--- src/rtl/axi_ic_pkg.sv ---
// rtl/axi_ic_pkg.sv - shared constants and types for the AXI interconnect arbiters
package axi_ic_pkg;

  localparam int ARB_RR    = 0;
  localparam int ARB_FIXED = 1;

  typedef enum logic {
    ARB_IDLE,
    ARB_BUSY
  } arb_state_e;

endpackage

--- src/rtl/axi_arb_rr_pick.sv ---
// rtl/axi_arb_rr_pick.sv - combinational rotating-priority picker (req, ptr) -> (found, idx)
module axi_arb_rr_pick #(
  parameter int NUM_MST = 3,
  parameter int IDX_W   = $clog2(NUM_MST)
) (
  input  logic [NUM_MST-1:0] req,
  input  logic [IDX_W-1:0]   ptr,
  output logic               found,
  output logic [IDX_W-1:0]   idx
);

  logic [2*NUM_MST-1:0] req2;
  logic [2*NUM_MST-1:0] mask;

  // Lower copy masked below ptr; the unmasked upper copy supplies the wrap-around.
  always_comb begin
    req2  = {req, req};
    mask  = '0;
    found = 1'b0;
    idx   = '0;
    for (int j = 0; j < 2*NUM_MST; j++) begin
      mask[j] = req2[j] && (j >= int'(ptr));
    end
    for (int j = 2*NUM_MST-1; j >= 0; j--) begin
      if (mask[j]) begin
        found = 1'b1;
        idx   = IDX_W'((j >= NUM_MST) ? (j - NUM_MST) : j);
      end
    end
  end

endmodule

--- src/rtl/axi_wr_arbiter_rr.sv ---
// rtl/axi_wr_arbiter_rr.sv - N-master write-channel arbiter, RR or fixed priority, with hold watchdog
module axi_wr_arbiter_rr
  import axi_ic_pkg::*;
#(
  parameter int NUM_MST  = 3,
  parameter int ARB_MODE = ARB_RR,
  parameter int MAX_HOLD = 0,
  localparam int IDX_W   = $clog2(NUM_MST)
) (
  input  logic               sys_clk,
  input  logic               sys_rstn,
  input  logic [NUM_MST-1:0] wr_req,
  input  logic               wr_done,
  output logic [NUM_MST-1:0] wr_grant,
  output logic [IDX_W-1:0]   wr_grant_id,
  output logic               wr_grant_vld,
  output logic               hold_timeout
);

  localparam logic [IDX_W-1:0] LAST_ID   = IDX_W'(NUM_MST - 1);
  localparam logic [15:0]      HOLD_LAST = 16'(MAX_HOLD - 1);

  arb_state_e         state, state_nxt;
  logic [NUM_MST-1:0] grant_nxt;
  logic [IDX_W-1:0]   id_nxt, prio_ptr, ptr_nxt, pick_ptr, pick_idx;
  logic               pick_found;
  logic [15:0]        hold_cnt, cnt_nxt;
  logic               timeout_nxt, timeout_hit;

  assign pick_ptr     = (ARB_MODE == ARB_FIXED) ? '0 : prio_ptr;
  assign timeout_hit  = (MAX_HOLD != 0) && (hold_cnt == HOLD_LAST);
  assign wr_grant_vld = |wr_grant;

  axi_arb_rr_pick #(
    .NUM_MST (NUM_MST),
    .IDX_W   (IDX_W)
  ) u_pick (
    .req   (wr_req),
    .ptr   (pick_ptr),
    .found (pick_found),
    .idx   (pick_idx)
  );

  always_comb begin
    state_nxt   = state;
    grant_nxt   = wr_grant;
    id_nxt      = wr_grant_id;
    ptr_nxt     = prio_ptr;
    cnt_nxt     = hold_cnt;
    timeout_nxt = 1'b0;
    case (state)
      ARB_IDLE: begin
        if (pick_found) begin
          state_nxt = ARB_BUSY;
          grant_nxt = NUM_MST'(1) << pick_idx;
          id_nxt    = pick_idx;
          cnt_nxt   = '0;
        end
      end
      ARB_BUSY: begin
        cnt_nxt = (hold_cnt == 16'hFFFF) ? hold_cnt : hold_cnt + 16'd1;
        if (wr_done || timeout_hit) begin
          state_nxt   = ARB_IDLE;
          grant_nxt   = '0;
          id_nxt      = '0;
          // wr_done on the watchdog cycle counts as a normal completion
          timeout_nxt = !wr_done;
          if (ARB_MODE != ARB_FIXED) begin
            ptr_nxt = (wr_grant_id == LAST_ID) ? '0 : wr_grant_id + IDX_W'(1);
          end
        end
      end
      default: state_nxt = ARB_IDLE;
    endcase
  end

  always_ff @(posedge sys_clk or negedge sys_rstn) begin
    if (!sys_rstn) begin
      state        <= ARB_IDLE;
      wr_grant     <= '0;
      wr_grant_id  <= '0;
      prio_ptr     <= '0;
      hold_cnt     <= '0;
      hold_timeout <= 1'b0;
    end else begin
      state        <= state_nxt;
      wr_grant     <= grant_nxt;
      wr_grant_id  <= id_nxt;
      prio_ptr     <= ptr_nxt;
      hold_cnt     <= cnt_nxt;
      hold_timeout <= timeout_nxt;
    end
  end

endmodule

--- config.mk ---
export PLATFORM = sky130hd
export DESIGN_NAME = axi_wr_arbiter_rr
export DESIGN_NICKNAME = d
export VERILOG_FILES = /design/src/rtl/axi_ic_pkg.sv /design/src/rtl/axi_arb_rr_pick.sv /design/src/rtl/axi_wr_arbiter_rr.sv
export SDC_FILE = /design/constraint.sdc
export NUM_CORES = 1
export LEC_CHECK = 0
export ABC_CLOCK_PERIOD_IN_PS = 1800
export CAP_MARGIN = 40
export CORE_AREA = 2 2 39 41
export CTS_BUF_LIST = sky130_fd_sc_hd__clkbuf_2
export CTS_CLUSTER_SIZE = 20
export DETAILED_ROUTE_END_ITERATION = 10
export DIE_AREA = 0 0 41 43
export SLEW_MARGIN = 20
export SYNTH_ARGS = -nofsm -noshare
export SYNTH_HDL_FRONTEND = slang
export SYNTH_SLANG_ARGS = --single-unit
--- constraint.sdc ---
create_clock -name sys_clk -period 1.8 [get_ports sys_clk]
set_clock_uncertainty 0.15 [all_clocks]
set_input_delay 0.36 -clock sys_clk [delete_from_list [all_inputs] [get_ports sys_clk]]
set_output_delay 0.36 -clock sys_clk [all_outputs]
set_load 0.01 [all_outputs]
Figure 1. Metal layers overlaid.
Scale: 12 px per µm. Only two layers are drawn.
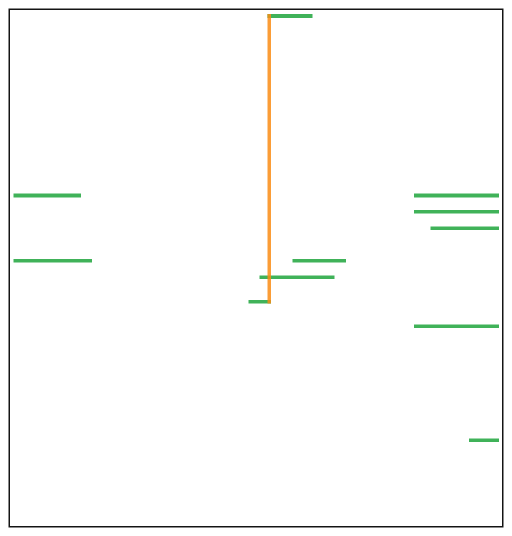
[green] M3 | wire length: 54.6 µm
[orange] M4 | wire length: 23.8 µm

Figure 2. The metal 1 layer.
Scale: 12 px per µm. Supply wires on this layer in grey. Cells faint in the background.
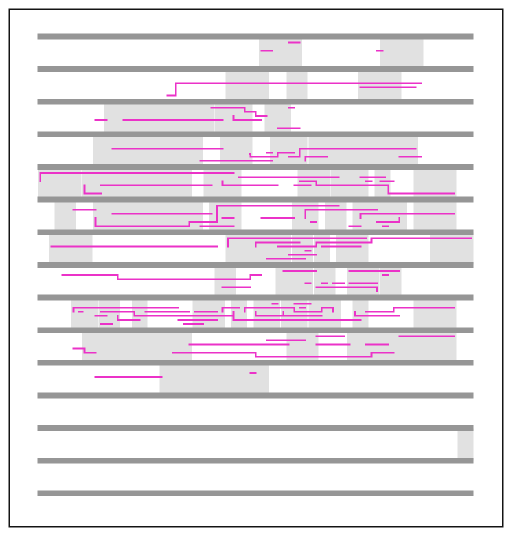
nets with wire on the layer: 48
main direction: horizontal

==> results.toml <==
# implementation run metrics
[outcome]
status = "completed"

[clock_network]
clk_latency_ns = 0.24
cts_tree = "built"
clock_sinks = 8
path_clk_slew_ns = 0.09
ctsHoldBuffers = 0
root_buffer = "clkbuf_2"
clk_path_buf_depth = 2
cts.htree.levels = 1

[layout]
nNetsFinal = 60
drive_above_1_share_pct = 19.2
final_util_pct = 39.4
diodes = 0
comb_area_um2 = 194
regArea_um2 = 200
area_delta_synth_final_pct = 34.6
fillers = 146

[power]
vdd_drop_max_mv = 0.491
powerDensity_nw_per_um2 = 852
switching_share_pct = 30.5
power.share.combinational_pct = 27.6
seqPwrFrac_pct = 49.2
p_leak_nw = 0.265

[synth]
area_leaders = "dfrtp_1, a21o_2, a21o_1"
synth_area_per_cell_um2 = 10.7
synth-edff-count = 0
top_cell = "dfrtp_1"
synthesis.nets = 44
async_reset_ff_share_pct = 100
top_cell_area_share_pct = 49.4
syn-cell-area_um2 = 405
synthTopCellsByCount = "dfrtp_1, a21o_2, nand2_1"
yosysUniqueCellTypes = 21
postSynthCellCount = 38
synth-seq-cells = 8
yosys_cells = 38
top_area_cell = "dfrtp_1"
yosysChipArea_um2 = 405

[routing]
wirelength_um = 814
avgRoutedWirePerCell_um = 12.0
remaining_drc_errors = 0
postRouteAntennaNets = 0
vias = 318
first_pass_iters = 4
via_per_inst = 4.68

[final_timing]
timing.final.ws_setup_ns = 0.0829
min_period_over_period_pct = 95.4
max_freq_mhz = 582
finalMaxSlewViolations = 0
hold_ws_ns = 0.245
hold_violations = 0

[floorplan]
io_pins = 13
initial_core_util_pct = 29.3
die_area_um2 = 1760
coreArea_um2 = 1380
die.size.y_um = 43
die_w_um = 41

[worst_setup_path]
end_kind = "output port"
critPathRequiredTime_ns = 1.29
max_stage_delay_ns = 0.56
crit_path_start_kind = "register"
cp_num_buf_inv = 1
critPathTopFamily = "buffers and inverters"
critical_path_class = "register to output port"
crit_chain = "clkdlybuf4s50_1"
r2r-start = "pick_ptr[0]"
arrival_ns = 1.21

[global_routing]
antenna_found_initial = 0
grt_max_degree = 9
grt_pass1_vias = 309
overflow = 0
track_usage_pct = 11.5
grt_pass1_wl_mm = 1.24

[flow_run]
drv_cap = 0

[placed_design]
place_ws_ns = 0.0439
routabilityCongestion = 0.690

[hold_path]
hold_path_class = "input port to asynchronous set/reset pin"
Figure 3. Sequential cells coloured by netlist name.
Scale: 12 px per µm.
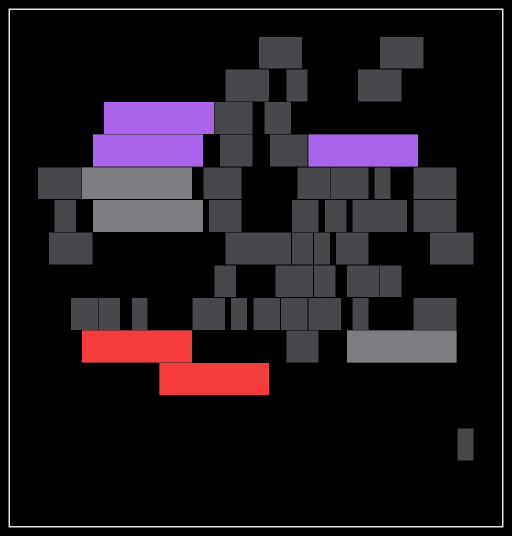
[red] pick_ptr | flops: 2
[purple] wr_grant | flops: 3

## routing by layer
metal  vias to the layer above  global-route usage, %  share of wire, %
met5                         -                      0                 0
met2                        13                   15.0                39
met4                         0                   8.00               2.8
met1                       139                   13.7                52
met3                         2                   6.28               6.6
li1                        164                      -                 -
## power by group through the flow
stage	Sequential (mW)	Combinational [mW]	Clock, mW
after floorplan	0.233	0.0639	0
after global placement	0.232	0.136	0
after detailed placement	0.232	0.135	0
after CTS	0.229	0.131	0.114
after global routing	0.232	0.138	0.129
final	0.228	0.128	0.108
## through the flow
step / instance area [µm²] / instances
finish: 546 / 68
global route: 546 / 68
CTS: 549 / 68
detailed placement: 536 / 65
global placement: 536 / 65
floorplan: 405 / 38
## path summary, 6_finish.rpt
kind / depth (start not counted) / slack (ns) / to
setup / recovery: 1 / 0.08 / wr_grant_id[1]
hold / removal: 1 / 0.24 / wr_grant[0]
setup reg to reg: 3 / 0.50 / wr_grant[2]
hold reg to reg: 1 / 0.35 / wr_grant[2]
max in group asynchronous: 1 / 0.97 / wr_grant[1]
min in group sys_clk: 1 / 0.35 / wr_grant[2]
## cell families after synthesis
| family | share of synthesized area (%) |
|---|---|
| other | 0.925 |
| buffers and inverters | 2.78 |
| AND/OR/NAND/NOR | 21.9 |
| flip-flops | 49.4 |
| AND-OR/OR-AND | 25.0 |
## final cells by class
class | count | share of cell area, %
sequential | 8 | 36.7
timing repair buffer | 12 | 20.6
inverter | 1 | 0.688
tap | 16 | 3.67
multi-input combinational | 28 | 35.6
clock buffer | 3 | 2.75
## flip-flops by register name, indices dropped and copies added (netlist names)
signal,flops
pick_ptr,2
state,1
wr_grant,3
wr_grant_id,2
Power is estimated from default activity; no workload was simulated.
